Fig. 1: the metal 2 layer
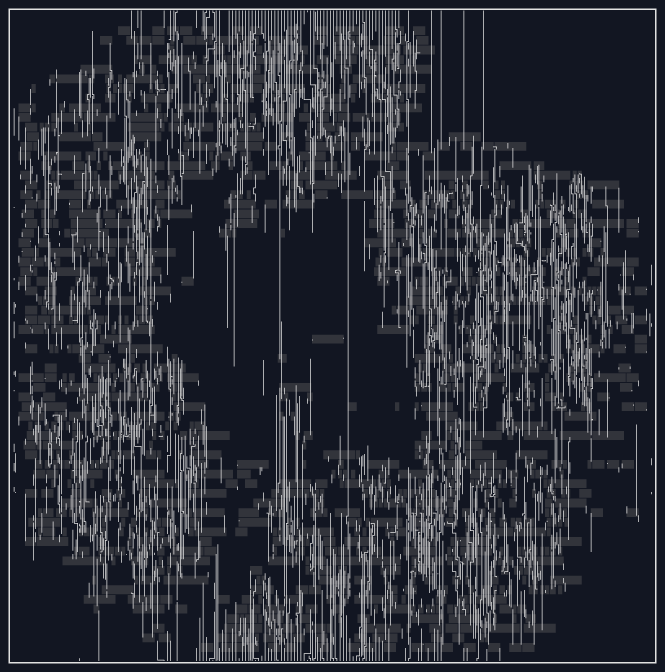
Fig. 2: gate families picked out
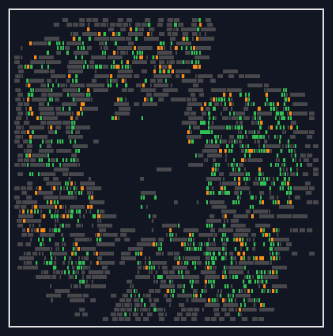
Fig. 3: placed standard cells
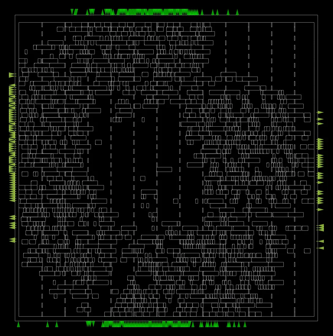
Fig. 4: cell classes on the final placement
The bar under the picture is 50 um long.
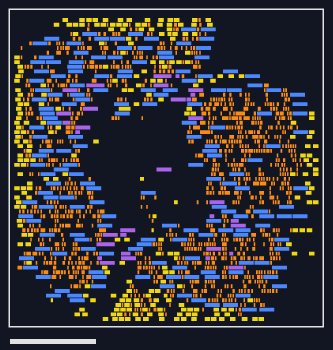
==> src/rtl/rv_ctrl_pkg.sv <==
// Shared types and constants for the RV32I run controller: FSM state encoding,
// environment-call instruction encodings and the register-index type.
package rv_ctrl_pkg;

  typedef enum logic [2:0] {
    ST_IDLE  = 3'd0,
    ST_RESET = 3'd1,
    ST_RUN   = 3'd2,
    ST_CHECK = 3'd3,
    ST_DONE  = 3'd4
  } run_state_e;

  localparam logic [31:0] INSTR_ECALL  = 32'h0000_0073;
  localparam logic [31:0] INSTR_EBREAK = 32'h0010_0073;

  typedef logic [4:0] reg_idx_t;

  function automatic logic is_env_call(input logic [31:0] instr);
    return (instr == INSTR_ECALL) || (instr == INSTR_EBREAK);
  endfunction

endpackage

==> src/rtl/halt_detect.sv <==
// Program-end detector: flags a halt on ECALL/EBREAK or when the PC has stayed
// unchanged long enough to be a self-loop. Only evaluates while active.
module halt_detect
  import rv_ctrl_pkg::*;
#(
  parameter int XLEN        = 32,
  parameter int HALT_REPEAT = 4
) (
  input  logic            clk,
  input  logic            rst,
  input  logic            active,
  input  logic [XLEN-1:0] pc,
  input  logic [31:0]     instr,
  output logic            halt
);

  localparam int REP_W = $clog2(HALT_REPEAT);
  localparam logic [REP_W-1:0] REP_LAST = REP_W'(HALT_REPEAT - 1);

  logic [XLEN-1:0]  prev_pc_q, prev_pc_d;
  logic             prev_valid_q, prev_valid_d;
  logic [REP_W-1:0] rep_q, rep_d;

  // prev_valid stops a stale PC from the last run (or reset value) matching
  // the first PC of a new run.
  always_comb begin
    prev_pc_d    = prev_pc_q;
    prev_valid_d = 1'b0;
    rep_d        = '0;
    if (active) begin
      prev_pc_d    = pc;
      prev_valid_d = 1'b1;
      if (prev_valid_q && (pc == prev_pc_q)) begin
        rep_d = (rep_q == REP_LAST) ? rep_q : rep_q + 1'b1;
      end
    end
    halt = active && (is_env_call(instr) || (rep_d == REP_LAST));
  end

  always_ff @(posedge clk or negedge rst) begin
    if (!rst) begin
      prev_pc_q    <= '0;
      prev_valid_q <= 1'b0;
      rep_q        <= '0;
    end else begin
      prev_pc_q    <= prev_pc_d;
      prev_valid_q <= prev_valid_d;
      rep_q        <= rep_d;
    end
  end

endmodule

==> src/rtl/core_run_ctrl.sv <==
// Run controller for the single-cycle RV32I core: sequences core reset, counts
// run cycles and retired instructions, detects program end, produces a verdict.
module core_run_ctrl
  import rv_ctrl_pkg::*;
#(
  parameter int XLEN        = 32,
  parameter int RST_CYCLES  = 2,
  parameter int MAX_CYCLES  = 1000,
  parameter int HALT_REPEAT = 4,
  parameter int TRACK_REG   = 3,
  parameter int CNT_W       = 32
) (
  input  logic             clk,
  input  logic             rst,
  input  logic             start,
  input  logic [XLEN-1:0]  expected,
  input  logic [XLEN-1:0]  pc,
  input  logic [31:0]      instr,
  input  logic             reg_we,
  input  reg_idx_t         reg_waddr,
  input  logic [XLEN-1:0]  reg_wdata,
  output logic             core_rst,
  output logic             running,
  output logic             done,
  output logic             pass,
  output logic             timeout,
  output logic [CNT_W-1:0] cycle_count,
  output logic [CNT_W-1:0] instret_count,
  output logic [XLEN-1:0]  result,
  output run_state_e       dbg_state
);

  localparam int RST_W = (RST_CYCLES > 1) ? $clog2(RST_CYCLES) : 1;
  localparam logic [RST_W-1:0] RST_LAST = RST_W'(RST_CYCLES - 1);
  localparam logic [CNT_W-1:0] MAX_CNT  = CNT_W'(MAX_CYCLES);
  localparam reg_idx_t         TRACK_IDX = reg_idx_t'(TRACK_REG);

  run_state_e       state_q, state_d;
  logic [RST_W-1:0] rst_cnt_q, rst_cnt_d;
  logic [CNT_W-1:0] cycle_cnt_q, cycle_cnt_d;
  logic [CNT_W-1:0] instret_q, instret_d;
  logic [XLEN-1:0]  result_q, result_d;
  logic [XLEN-1:0]  expected_q, expected_d;
  logic             pass_q, pass_d;
  logic             timeout_q, timeout_d;
  logic             halt;

  function automatic logic [CNT_W-1:0] sat_inc(input logic [CNT_W-1:0] v);
    return (&v) ? v : v + 1'b1;
  endfunction

  halt_detect #(
    .XLEN        (XLEN),
    .HALT_REPEAT (HALT_REPEAT)
  ) u_halt_detect (
    .clk    (clk),
    .rst    (rst),
    .active (state_q == ST_RUN),
    .pc     (pc),
    .instr  (instr),
    .halt   (halt)
  );

  // start is a single-cycle request with no ready: it is accepted only in
  // IDLE or DONE and silently dropped in every other state.
  always_comb begin
    state_d     = state_q;
    rst_cnt_d   = rst_cnt_q;
    cycle_cnt_d = cycle_cnt_q;
    instret_d   = instret_q;
    result_d    = result_q;
    expected_d  = expected_q;
    pass_d      = pass_q;
    timeout_d   = timeout_q;
    case (state_q)
      ST_IDLE, ST_DONE: begin
        if (start) begin
          expected_d  = expected;
          cycle_cnt_d = '0;
          instret_d   = '0;
          result_d    = '0;
          pass_d      = 1'b0;
          timeout_d   = 1'b0;
          rst_cnt_d   = '0;
          state_d     = ST_RESET;
        end
      end
      ST_RESET: begin
        if (rst_cnt_q == RST_LAST) begin
          state_d = ST_RUN;
        end else begin
          rst_cnt_d = rst_cnt_q + 1'b1;
        end
      end
      ST_RUN: begin
        cycle_cnt_d = sat_inc(cycle_cnt_q);
        instret_d   = sat_inc(instret_q);
        if (reg_we && (reg_waddr != '0) && (reg_waddr == TRACK_IDX)) begin
          result_d = reg_wdata;
        end
        // Halt takes priority so a program ending on the last budget cycle passes.
        if (halt) begin
          timeout_d = 1'b0;
          state_d   = ST_CHECK;
        end else if (cycle_cnt_d >= MAX_CNT) begin
          timeout_d = 1'b1;
          state_d   = ST_CHECK;
        end
      end
      ST_CHECK: begin
        pass_d  = !timeout_q && (result_q == expected_q);
        state_d = ST_DONE;
      end
      default: state_d = ST_IDLE;
    endcase
  end

  always_ff @(posedge clk or negedge rst) begin
    if (!rst) begin
      state_q     <= ST_IDLE;
      rst_cnt_q   <= '0;
      cycle_cnt_q <= '0;
      instret_q   <= '0;
      result_q    <= '0;
      expected_q  <= '0;
      pass_q      <= 1'b0;
      timeout_q   <= 1'b0;
    end else begin
      state_q     <= state_d;
      rst_cnt_q   <= rst_cnt_d;
      cycle_cnt_q <= cycle_cnt_d;
      instret_q   <= instret_d;
      result_q    <= result_d;
      expected_q  <= expected_d;
      pass_q      <= pass_d;
      timeout_q   <= timeout_d;
    end
  end

  // Core is held in reset everywhere except RUN, which also freezes it after a verdict.
  assign core_rst      = (state_q != ST_RUN);
  assign running       = (state_q == ST_RUN);
  assign done          = (state_q == ST_DONE);
  assign pass          = pass_q;
  assign timeout       = timeout_q;
  assign cycle_count   = cycle_cnt_q;
  assign instret_count = instret_q;
  assign result        = result_q;
  assign dbg_state     = state_q;

endmodule
==> config.mk <==
export PLATFORM = sky130hd
export DESIGN_NAME = core_run_ctrl
export DESIGN_NICKNAME = d
export VERILOG_FILES = /design/src/rtl/rv_ctrl_pkg.sv /design/src/rtl/halt_detect.sv /design/src/rtl/core_run_ctrl.sv
export SDC_FILE = /design/constraint.sdc
export NUM_CORES = 1
export LEC_CHECK = 0
export ABC_AREA = 1
export CORE_AREA = 2 2 180 182
export DETAILED_ROUTE_END_ITERATION = 8
export DIE_AREA = 0 0 182 184
export PLACE_DENSITY = 0.62
export RECOVER_POWER = 50
export SYNTH_ARGS = -nofsm -noshare
export SYNTH_HDL_FRONTEND = slang
export SYNTH_SLANG_ARGS = --single-unit
==> constraint.sdc <==
create_clock -name clk -period 4.7 [get_ports clk]
set_clock_uncertainty 0.2 [all_clocks]
set_input_delay 1.175 -clock clk [delete_from_list [all_inputs] [get_ports clk]]
set_output_delay 1.175 -clock clk [all_outputs]
set_load 0.01 [all_outputs]
==> out/qor_table.md <==
| Parameter | Reported | Unit |
|:---|:---|:---|
| Async set or reset register ratio after synthesis | 100 | % |
| Required @ worst endpoint | 4.70 | ns |
| Number of clock sinks seen by CTS | 169 | - |
| First element of the critical path | start | - |
| Number of buffers other than clock buffers in the final layout | 247 | - |
| Fraction of layout cells with a size suffix above 1 | 4.82 | % |
| Sequential-cell power consumption | 2.12 | mW |
| Flip-flops | 169 | - |
| Area-dominant cell class after layout | multi-input combinational cells | - |
| Final count of pins violating max slew | 137 | - |
| Starting DRC count in detailed routing | 502 | - |
| Clock slew at the register clock pins of the worst setup and hold paths | 0.07 | ns |
| Violated checks | capacitance limit, slew limit | - |
| Total congestion overflow after global routing | 0 | - |
| Number of detailed-routing iterations run before antenna repair | 5 | - |
| Weighted congestion reported at the end of routability-driven placement | 0.891 | - |
| Internal power | 3.45 | mW |
| Met2 Routed Length | 14.3 | mm |
| Sum of negative setup slack | 0 | ns |
| Combined global-route utilization of all metal layers | 17.8 | % |
| Post-Place Worst Slack | 0.931 | ns |
| Max-cap check violation count | 2 | - |
| DRC violation count after routing | 0 | - |
| Sequential power share | 38.0 | % |
| Per-cell routed wire length | 15.1 | um |
| First-pass GRT wire length | 47.1 | mm |
| Setup repair after global routing missed its margin | no | - |
| Via count of the first global-routing pass | 8,976 | - |
| Multi-input gate count | 928 | - |
| Worst setup path category | in2reg | - |
| Ant. Diodes | 0 | - |
| Total power per unit cell area | 436 | nW/um^2 |
| Power in the clock group | 1.54 | mW |
| Run status | complete, but fails checks | - |
| Root Driver | sky130_fd_sc_hd__clkbuf_16 | - |
About Fig. 1:
- wire length on this layer: 14,300 um
- main direction: vertical
- longest straight run: 127 um
met2 track demand over resource: 30.6%
routed via count: 9,110
wirelength, routed: 29.3 mm

About Fig. 2:
- NAND gates: green (cells 528; most used nand2_1; where widely spread)
- inverting AOI/OAI gates: orange (cells 146; most used o21ai_0; where widely spread)
non-filler cells, final: 1,936
most frequent logic cell in the layout: sky130_fd_sc_hd__nand2_1
share of cell area taken by multi-input logic gates: 34.2%

About Fig. 3:
num rows: 65
fraction of area in registers: 33.1%
Core Box Area: 31,400 um^2

About Fig. 4:
- other buffers and delay cells: yellow (cells 247; share of their area 20%)
- clock drivers and dummy loads: purple (cells 32; share of their area 5.2%)
- flip-flops: blue (cells 169; share of their area 34%)
- all other logic: orange (cells 1,086; share of their area 40%)

Power is estimated from default activity; no workload was simulated.
